<file path="config.mk">
export PLATFORM = sky130hd
export DESIGN_NAME = ysyx_22040125_branch_redirect_ctrl
export DESIGN_NICKNAME = d
export VERILOG_FILES = /design/src/rtl/ysyx_22040125_branch_redirect_ctrl_pkg.sv /design/src/rtl/ysyx_22040125_sat_counter.sv /design/src/rtl/ysyx_22040125_branch_redirect_ctrl.sv
export SDC_FILE = /design/constraint.sdc
export NUM_CORES = 1
export LEC_CHECK = 0
export CORE_ASPECT_RATIO = 0.75
export CORE_MARGIN = 3
export CORE_UTILIZATION = 30
export CTS_BUF_LIST = sky130_fd_sc_hd__clkbuf_8
export DETAILED_ROUTE_END_ITERATION = 10
export GPL_ROUTABILITY_DRIVEN = 0
export GPL_TIMING_DRIVEN = 0
export PLACE_DENSITY = 0.61
export SETUP_SLACK_MARGIN = 0.4
export SLEW_MARGIN = 30
export SYNTH_ARGS = -nofsm -noshare
export SYNTH_HDL_FRONTEND = slang
export SYNTH_SLANG_ARGS = --single-unit
</file>
<file path="constraint.sdc">
create_clock -name clk -period 1.99 [get_ports clk]
set_input_delay 0.398 -clock clk [delete_from_list [all_inputs] [get_ports clk]]
set_output_delay 0.398 -clock clk [all_outputs]
set_load 0.05 [all_outputs]
</file>
<file path="src/rtl/ysyx_22040125_branch_redirect_ctrl_pkg.sv">
// Shared encodings for the branch redirect controller: PC mux select codes
// and the redirect FSM state codes.
package ysyx_22040125_branch_redirect_ctrl_pkg;

  localparam logic [2:0] PC_SEL_SEQ    = 3'b000;
  localparam logic [2:0] PC_SEL_BRANCH = 3'b010;
  localparam logic [2:0] PC_SEL_JAL    = 3'b011;
  localparam logic [2:0] PC_SEL_JALR   = 3'b100;

  typedef enum logic [1:0] {
    ST_IDLE     = 2'd0,
    ST_REDIRECT = 2'd1,
    ST_FLUSH    = 2'd2
  } redir_state_e;

endpackage

</file>
<file path="src/rtl/ysyx_22040125_sat_counter.sv">
// Saturating up-counter: clears on clr, increments on inc, sticks at all-ones.
module ysyx_22040125_sat_counter #(
  parameter int W = 64
) (
  input  logic         clk,
  input  logic         rst_n,
  input  logic         inc,
  input  logic         clr,
  output logic [W-1:0] value
);

  function automatic logic [W-1:0] sat_inc(input logic [W-1:0] v);
    return (&v) ? v : v + W'(1);
  endfunction

  // Count events, holding at the maximum instead of wrapping.
  always_ff @(posedge clk or negedge rst_n) begin
    if (!rst_n) begin
      value <= '0;
    end else if (clr) begin
      value <= '0;
    end else if (inc) begin
      value <= sat_inc(value);
    end
  end

endmodule

</file>
<file path="src/rtl/ysyx_22040125_branch_redirect_ctrl.sv">
// Branch/jump redirect sequencer between EX and the IF PC mux.
// Latches a resolved redirect, holds it to fetch until accepted, then flushes
// IF/ID for FLUSH_CYCLES cycles; EX is stalled the whole time.
// Optional: define BRANCH_REDIRECT_PERF_EN to add saturating counters of
// accepted redirects and stall cycles.
module ysyx_22040125_branch_redirect_ctrl
  import ysyx_22040125_branch_redirect_ctrl_pkg::*;
#(
  parameter int XLEN         = 64,
  parameter int PC_SEL_W     = 3,
  parameter int FLUSH_CYCLES = 2
) (
  input  logic                clk,
  input  logic                rst_n,
  input  logic                ex_valid_i,
  input  logic [PC_SEL_W-1:0] ex_pc_sel_i,
  input  logic [XLEN-1:0]     ex_target_i,
  output logic                ex_ready_o,
  output logic                stall_o,
  output logic                redirect_valid_o,
  input  logic                redirect_ready_i,
  output logic [XLEN-1:0]     redirect_pc_o,
  output logic [PC_SEL_W-1:0] pc_sel_o,
  output logic                flush_o
`ifdef BRANCH_REDIRECT_PERF_EN
  ,
  output logic [63:0]         perf_redirect_cnt_o,
  output logic [63:0]         perf_stall_cnt_o
`endif
);

  localparam int CNT_W      = (FLUSH_CYCLES > 1) ? $clog2(FLUSH_CYCLES) : 1;
  localparam int FLUSH_INIT = (FLUSH_CYCLES > 0) ? FLUSH_CYCLES - 1 : 0;

  redir_state_e        state_q, state_d;
  logic [CNT_W-1:0]    cnt_q, cnt_d;
  logic                load;
  logic [PC_SEL_W-1:0] sel_p0;
  logic [XLEN-1:0]     target_p0;

  // Next-state logic: take a redirect only from IDLE, leave REDIRECT on handshake.
  always_comb begin
    state_d = state_q;
    cnt_d   = cnt_q;
    load    = 1'b0;
    unique case (state_q)
      ST_IDLE: begin
        if (ex_valid_i && (ex_pc_sel_i != PC_SEL_W'(PC_SEL_SEQ))) begin
          load    = 1'b1;
          state_d = ST_REDIRECT;
        end
      end
      ST_REDIRECT: begin
        if (redirect_ready_i) begin
          if (FLUSH_CYCLES > 0) begin
            state_d = ST_FLUSH;
            cnt_d   = CNT_W'(FLUSH_INIT);
          end else begin
            state_d = ST_IDLE;
          end
        end
      end
      ST_FLUSH: begin
        if (cnt_q == '0) begin
          state_d = ST_IDLE;
        end else begin
          cnt_d = cnt_q - CNT_W'(1);
        end
      end
      default: state_d = ST_IDLE;
    endcase
  end

  // State, flush counter and latched redirect; reset drops any request in flight.
  always_ff @(posedge clk or negedge rst_n) begin
    if (!rst_n) begin
      state_q   <= ST_IDLE;
      cnt_q     <= '0;
      sel_p0    <= '0;
      target_p0 <= '0;
    end else begin
      state_q <= state_d;
      cnt_q   <= cnt_d;
      if (load) begin
        sel_p0    <= ex_pc_sel_i;
        target_p0 <= ex_target_i;
      end
    end
  end

  // Outputs are decoded purely from registered state and latched data.
  always_comb begin
    ex_ready_o       = (state_q == ST_IDLE);
    stall_o          = (state_q != ST_IDLE);
    redirect_valid_o = (state_q == ST_REDIRECT);
    flush_o          = (state_q == ST_REDIRECT) || (state_q == ST_FLUSH);
    pc_sel_o         = (state_q == ST_REDIRECT) ? sel_p0 : '0;
    redirect_pc_o    = target_p0;
  end

`ifdef BRANCH_REDIRECT_PERF_EN
  ysyx_22040125_sat_counter #(.W(64)) u_perf_redirect (
    .clk   (clk),
    .rst_n (rst_n),
    .inc   (redirect_valid_o & redirect_ready_i),
    .clr   (1'b0),
    .value (perf_redirect_cnt_o)
  );

  ysyx_22040125_sat_counter #(.W(64)) u_perf_stall (
    .clk   (clk),
    .rst_n (rst_n),
    .inc   (stall_o),
    .clr   (1'b0),
    .value (perf_stall_cnt_o)
  );
`endif

endmodule

</file>
==> images/layers.png <==
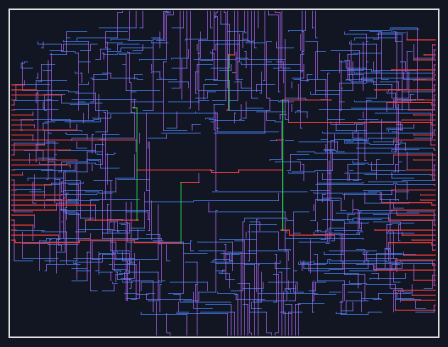
purple -> M2  # wire length 3080 µm
red -> M3  # wire length 788 µm
blue -> M1  # wire length 3360 µm
green -> M4  # wire length 98.2 µm

==> images/gates.png <==
Bar = 20 µm.
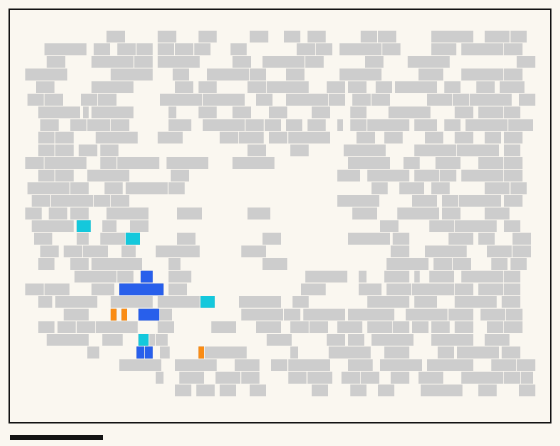
orange -> inv cells  # cells 3, most used inv_2
cyan -> and/or cells  # cells 4, most used and2_4
blue -> aoi and oai cells  # cells 5, where bottom left

==> images/pinout.png <==
Pins as bars across the die edge, other pins in grey.
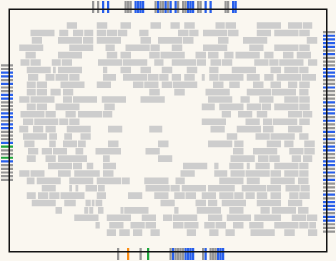
orange -> `stall_o`  # pins 1, direction output, edge bottom
green -> `pc_sel_o`  # pins 3, direction output, edge 2 left, 1 bottom
blue -> `redirect_pc_o`  # pins 64, direction output, edge 27 right, 17 top, 11 left, 9 bottom

==> images/ff_map.png <==
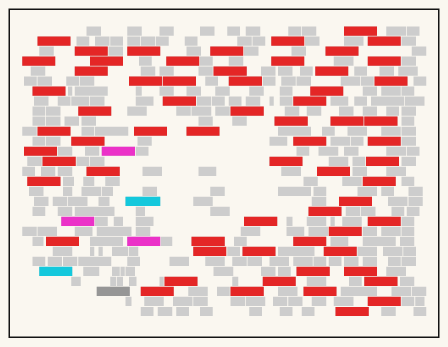
cyan -> `state_q`  # sequential cells 2
magenta -> `sel_p0`  # sequential cells 3
red -> `redirect_pc_o`  # sequential cells 64, where spread over the die
Final Util: 0.5823
seq pwr: 2.53 mW
Flop area: 0.001753 mm²
Seq area share: 0.3471

==> images/clock_nets.png <==
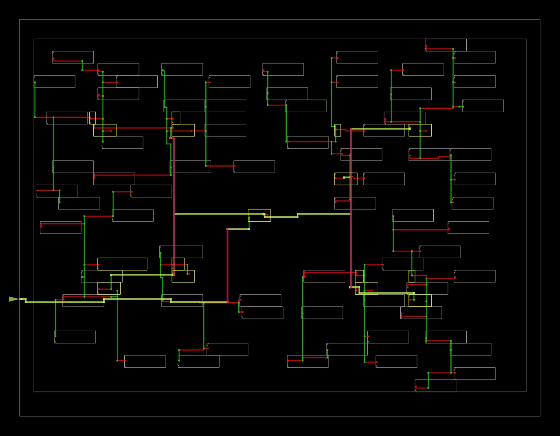
Clock Skew: 7.493 ps
seq_cells: 70
TritonCTS buffer count: 9
clk sinks: 70

==> run notes <==
run results: Setup crit end=pc_sel_o[1], routed wire length=7.325 mm, via count=2019, Yosys top cell by area=dfrtp_1, Area leader share=0.6404, Biggest Area Class=non-clock buffers, WL per Instance=16.46 µm, NonClk Buf Share=0.3759, Layout Cells excl Fill=445, CP Max Fanout=5, Hold Path Class=flip-flop to flip-flop, wl on met1=3.362 mm, most instantiated logic cells after routing=69 x dfrtp_1, 66 x clkdlybuf4s50_1, 63 x clkdlybuf4s15_2, 34 x mux2_4, 34 x mux2_2, die area=0.01031 mm², Tot GR Track Use=0.1295, vias in the first global route=1980, r2r worst-path depth=6, adder share=0.01372, Placed Instance Area=0.004325 mm², CTS H-tree lvls=3, Clock Tree Root=clkbuf_8, FF-to-FF End=redirect_pc_o[35], nets=406, sequential-to-total area share from yosys stat=0.6404, Tcrit/Tclk final=0.8469, post-cts sizing count=267, first-pass GRT wire length=10.14 mm, logic gate fraction of the total cell area=0.2118, switch share=0.4626, setup_tns=0 ps, status=complete, no violations, Power Clock=1.08 mW, comb_multi_in=84, ant diodes=0, Mean Syn Cell Area=16.68 µm², critical-path cell list=inv_2, ha_4, and2_4, buf_8, initial antenna violation count=0, # port buffers=141, Hold Crit Endpoint=redirect_pc_o[10], P_comb=6.29 mW, Top Layer Used=met4, met3 usage=0.06972, Tightest Pin Transition=399.0 ps, Final Worst Setup Slack=304.7 ps, layer with the highest usage=met2, Pwr Total=9.890 mW, tapcell count=108, Max VDD drop=1.126 mV, most frequent logic cell in the layout=dfrtp_1, CLK BUF=9, RSZ-0062 raised after global routing=true, clk_lat worst skew=340 ps, Synth mux share=0.2800, nonclk buf count=164, Clock Pin Slew Worst Setup and Hold Paths=70 ps, most common cell in the synthesized netlist=dfrtp_1, top cells, area=dfrtp_1 64%, mux2_2 16%, mux2_1 12%, fraction of layout cells with a size suffix above 1=0.5519, post-detailed-route count of antenna-violating nets=0, gate count after technology mapping=164, crit path DRT=1590 ps, critical path depth in cells=4, die width=116.3 µm, synth-to-layout area growth=84.63%, Final min period=1685 ps, largest power group=combinational cells, dpl hpwl=4.930 mm, DR iter-0 viols=39, vias per cell=4.537, Leakage=2.277 nW, crit-path leading delay family=flip-flops, routed wl met3=788 µm, grt met2 use=0.1895, num ports=142, FFs w/ async S/R, synth=1.000, MaxCap Viol Count=0, FF-to-FF setup slack=370 ps, CP max-delay cell=dfrtp_1, largest net degree at the start of global routing=44, max_slew headroom=0.7317, Int Power=5.315 mW, crit path DAT=1290 ps, clock-cell share of area=0.03617, Cell Type Count=17, hold path startpoint=redirect_pc_o[10], Hold Fails Final Rpt=0, core area=0.008672 mm², Post-synth top cells=70 x dfrtp_1, 38 x mux2_2, 30 x mux2_1, Remaining Overflow, GRT=0, critical path class=flip-flop to output port
Power is estimated from default activity; no workload was simulated.
